### Power grid

Bar = 50 um. Pins as bars on the die edge.
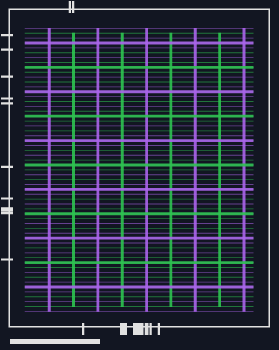
### Cells colored by class

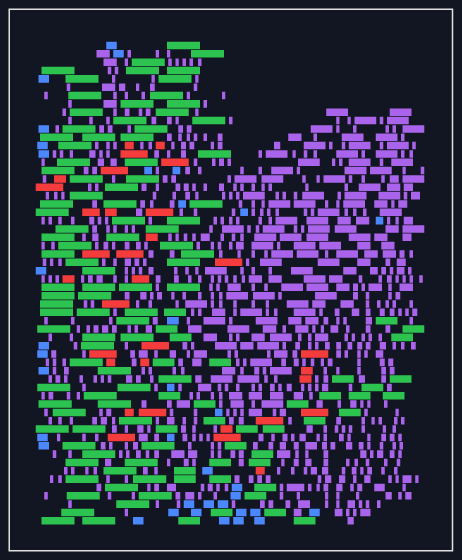
### Clock distribution

Bar = 50 um.
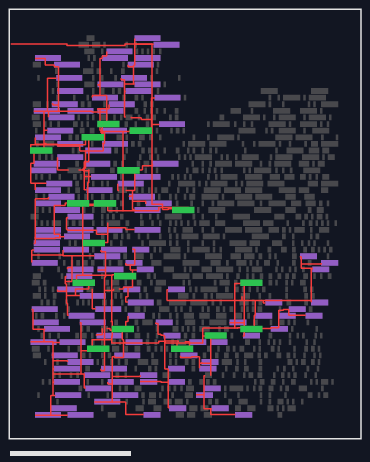
<file path="src/rtl/channel_isi_prl.sv">
// PAM4 channel model: Gray symbol to level mapping, then a serial
// one-MAC-per-clock convolution with a programmable pulse response.
module channel_isi_prl #(
    parameter int PULSE_RESPONSE_LENGTH = 5,
    parameter int SIGNAL_RESOLUTION     = 8,
    parameter int SYMBOL_SEPERATION     = 56,
    parameter int COEF_WIDTH            = 8,
    parameter int COEF_FRAC             = 6
) (
    input  logic                                 clk,
    input  logic                                 rstn,
    input  logic [1:0]                           sym_in,
    input  logic                                 sym_in_valid,
    output logic                                 sym_in_ready,
    input  logic                                 coef_wr_en,
    input  logic [$clog2(PULSE_RESPONSE_LENGTH)-1:0] coef_wr_addr,
    input  logic [COEF_WIDTH-1:0]                coef_wr_data,
    output logic signed [SIGNAL_RESOLUTION-1:0]  signal_out,
    output logic                                 signal_out_valid,
    output logic                                 sat_flag
);

    localparam int L    = PULSE_RESPONSE_LENGTH;
    localparam int SR   = SIGNAL_RESOLUTION;
    localparam int CW   = COEF_WIDTH;
    localparam int AW   = $clog2(L);
    localparam int LW   = SR + 1;
    localparam int ACCW = LW + CW + AW;

    localparam logic signed [LW-1:0]   LV1  = LW'(SYMBOL_SEPERATION / 2);
    localparam logic signed [LW-1:0]   LV3  = LW'((3 * SYMBOL_SEPERATION) / 2);
    localparam logic signed [ACCW-1:0] HALF = ACCW'(2 ** (COEF_FRAC - 1));
    localparam logic signed [ACCW-1:0] RMAX = ACCW'((2 ** (SR - 1)) - 1);
    localparam logic signed [ACCW-1:0] RMIN = -ACCW'(2 ** (SR - 1));
    localparam logic [AW-1:0]          LAST = AW'(L - 1);
    localparam logic [AW:0]            LEN  = (AW + 1)'(L);
    localparam logic signed [CW-1:0]   ONE  = CW'(2 ** COEF_FRAC);

    typedef enum logic [1:0] {
        IDLE,
        ACCUM,
        OUT
    } state_t;

    state_t                  state;
    logic signed [LW-1:0]    hist [L];
    logic signed [CW-1:0]    coef [L];
    logic signed [ACCW-1:0]  acc;
    logic [AW-1:0]           tap;

    logic signed [LW-1:0]    lvl;
    logic signed [ACCW-1:0]  h_ext;
    logic signed [ACCW-1:0]  c_ext;
    logic signed [ACCW-1:0]  prod;
    logic signed [ACCW-1:0]  rnd;
    logic                    wr_ok;

    assign sym_in_ready = (state == IDLE);
    assign wr_ok = coef_wr_en && ({1'b0, coef_wr_addr} < LEN);

    always_comb begin
        lvl = -LV3;
        unique case (sym_in)
            2'b00: lvl = -LV3;
            2'b01: lvl = -LV1;
            2'b11: lvl = LV1;
            2'b10: lvl = LV3;
        endcase
    end

    assign h_ext = ACCW'(hist[tap]);
    assign c_ext = ACCW'(coef[tap]);
    assign prod  = h_ext * c_ext;
    assign rnd   = (acc + HALF) >>> COEF_FRAC;

    always_ff @(posedge clk) begin
        if (!rstn) begin
            state            <= IDLE;
            acc              <= '0;
            tap              <= '0;
            signal_out       <= '0;
            signal_out_valid <= 1'b0;
            sat_flag         <= 1'b0;
            for (int k = 0; k < L; k++) begin
                hist[k] <= '0;
                coef[k] <= (k == 0) ? ONE : '0;
            end
        end else begin
            signal_out_valid <= 1'b0;
            sat_flag         <= 1'b0;
            unique case (state)
                IDLE: begin
                    if (wr_ok)
                        coef[coef_wr_addr] <= coef_wr_data;
                    if (sym_in_valid) begin
                        for (int k = L - 1; k > 0; k--)
                            hist[k] <= hist[k-1];
                        hist[0] <= lvl;
                        acc     <= '0;
                        tap     <= '0;
                        state   <= ACCUM;
                    end
                end
                ACCUM: begin
                    acc <= acc + prod;
                    tap <= tap + AW'(1);
                    if (tap == LAST)
                        state <= OUT;
                end
                OUT: begin
                    signal_out_valid <= 1'b1;
                    if (rnd > RMAX) begin
                        signal_out <= RMAX[SR-1:0];
                        sat_flag   <= 1'b1;
                    end else if (rnd < RMIN) begin
                        signal_out <= RMIN[SR-1:0];
                        sat_flag   <= 1'b1;
                    end else begin
                        signal_out <= rnd[SR-1:0];
                    end
                    state <= IDLE;
                end
                default: state <= IDLE;
            endcase
        end
    end

endmodule

</file>
<file path="config.mk">
export PLATFORM = sky130hd
export DESIGN_NAME = channel_isi_prl
export DESIGN_NICKNAME = d
export VERILOG_FILES = /design/src/rtl/channel_isi_prl.sv
export SDC_FILE = /design/constraint.sdc
export NUM_CORES = 1
export LEC_CHECK = 0
export ABC_AREA = 1
export CELL_PAD_IN_SITES_DETAIL_PLACEMENT = 1
export CELL_PAD_IN_SITES_GLOBAL_PLACEMENT = 1
export CORE_ASPECT_RATIO = 1.25
export CORE_MARGIN = 8
export CORE_UTILIZATION = 42
export DETAILED_ROUTE_END_ITERATION = 6
export MAX_ROUTING_LAYER = met4
export PLACE_DENSITY_LB_ADDON = 0.25
export SLEW_MARGIN = 20
export SYNTH_ARGS = -nofsm -noshare
export SYNTH_HDL_FRONTEND = slang
export SYNTH_SLANG_ARGS = --single-unit
</file>
<file path="constraint.sdc">
create_clock -name clk -period 6.6 [get_ports clk]
set_input_delay 0.66 -clock clk [delete_from_list [all_inputs] [get_ports clk]]
set_output_delay 0.66 -clock clk [all_outputs]
set_load 0.02 [all_outputs]
</file>
==> flow_summary.ini <==
; yosys + openroad results
[synthesis]
syn_area_sq_um = 8620
yosysCellCount = 954
synth_flops = 125
synth.area.top_cells = edfxtp_1 31%, fa_1 18%, dfxtp_1 8.4%, inv_1 8.1%, ha_1 7.0%
synth-seq-area-share_pct = 39.4
top_cells_by_count = 187 x inv_1, 160 x nor2_1, 124 x nand2_1
ys_async_sr_fraction_pct = 0
ys_area_sq_um = 8620
synth_top_cell_by_area = edfxtp_1

[final_layout]
nNetsFinal = 1153
layout.area.seq_sq_um = 3390
n_clock_buffer = 17
inverters = 189
logic_area_sq_um = 4500
area_delta_synth_final_pct = 14.7
nNonClkBuffers = 36
layout_top_cell = inv_1

[placed_design]
placed_area_sq_um = 9270
hpwl_um = 17000
dp.cells = 1263

[timing]
setup_viol_count_final = 0
maxSlewViolCount = 0
relSlewSlack_pct = 55.7
clock_skew_ns = 0.0191
finalSetupTns_ns = 0
fin_crit_ns = 6.11

[critical_path]
path_class = flip-flop to flip-flop
cp-end-kind = flip-flop
startpoint_type = flip-flop
cp.arrival_ns = 6.44

[floorplanning]
core_sq_um = 20100
floorplan.core_util_pct = 42.9
io_pins = 28

[hold_path]
hold_path_end = signal_out[7]
hp-class = flip-flop to flip-flop
min_path_cells = 2

[status]
status = completed

[clocking]
cts-root-buf = clkbuf_16
clk_pin_slew_ns = 0.07
cts_buffers = 17
cts_buffer_depth = 2
clk_latency_ns = 0.43

[route]
avgRoutedWirePerCell_um = 16.7
drt_pass1_iterations = 4
drtIter0Drc = 222
vias = 6425

[global_routing]
grt_pass1_vias = 7151
grt_max_degree = 43

[power_and_ir_drop]
power_uw = 5200
Back to the opening pictures, 'Power grid':
[VDD] green
[VSS] purple
met1 rails: 59
signal pins: 28

Back to the opening pictures, 'Cells colored by class':
[clock drivers and dummy loads] red | cells: 32
[other buffers and delay cells] blue | cells: 36
[all other logic] purple | cells: 832
[flip-flops] green | cells: 125

Back to the opening pictures, 'Clock distribution':
[flip-flops] purple | count: 125
[clock wires] red | length: 1750 um
[cells driving clock nets] green | count: 17
routed clock nets: 18

## registers in the layout (all words and copies together), names as in the netlist, named ones only
name,cells
acc,18
coef,64
hist,25
sat_flag,1
signal_out,8
signal_out_valid,1
state,2
tap,3
## layer usage
| metal | track usage [%] | wire length, um | vias up |
|---|---|---|---|
| met1 | 19.3 | 8470 | 3192 |
| met4 | 7.16 | 654 | 0 |
| met5 | - | 0 | - |
| met3 | 3.16 | 406 | 32 |
| met2 | 34.5 | 12100 | 77 |
| li1 | - | - | 3124 |
## cell families after synthesis
family	after synthesis	share of synthesized area [%]
simple gates	333	15.8
buf+inv	209	9.48
compound gates	153	9.77
flops	125	39.4
fa+ha+maj	124	24.6
xor+xnor	9	0.915
other cells	1	0.0435
## power breakdown
group	internal (uW)	leakage (uW)	switching [uW]
Sequential	910	0.00121	57.2
Clock	510	0.000292	419
Combinational	1250	0.00294	2050
Total	2670	0.00444	2530
## through the flow
step	hold WS (ns)	util, %
after CTS	0.475	49.1
after global routing	0.499	49.2
after floorplan	0.449	-
after detailed placement	0.465	46.1
after global placement	0.462	46.1
final	0.477	49.2
## critical path, cell delays in order (launching register included)
cell and delay, ns:
dfxtp_1 0.40, buf_6 0.31, o21ai_0 0.16, o22ai_1 0.18, inv_1 0.09, o21ai_1 0.22, inv_1 0.15, nor2_1 0.29
inv_1 0.14, fa_1 0.65, fa_1 0.62, inv_1 0.05, fa_1 0.47, fa_1 0.51, ha_1 0.31, ha_1 0.35
a21oi_1 0.17, o21a_1 0.14, nand2_1 0.08, a21boi_1 0.26, o21ai_0 0.16, inv_1 0.08, nand2_1 0.05, nand3_1 0.09
nand2_1 0.05
Power and IR drop assume default switching activity.
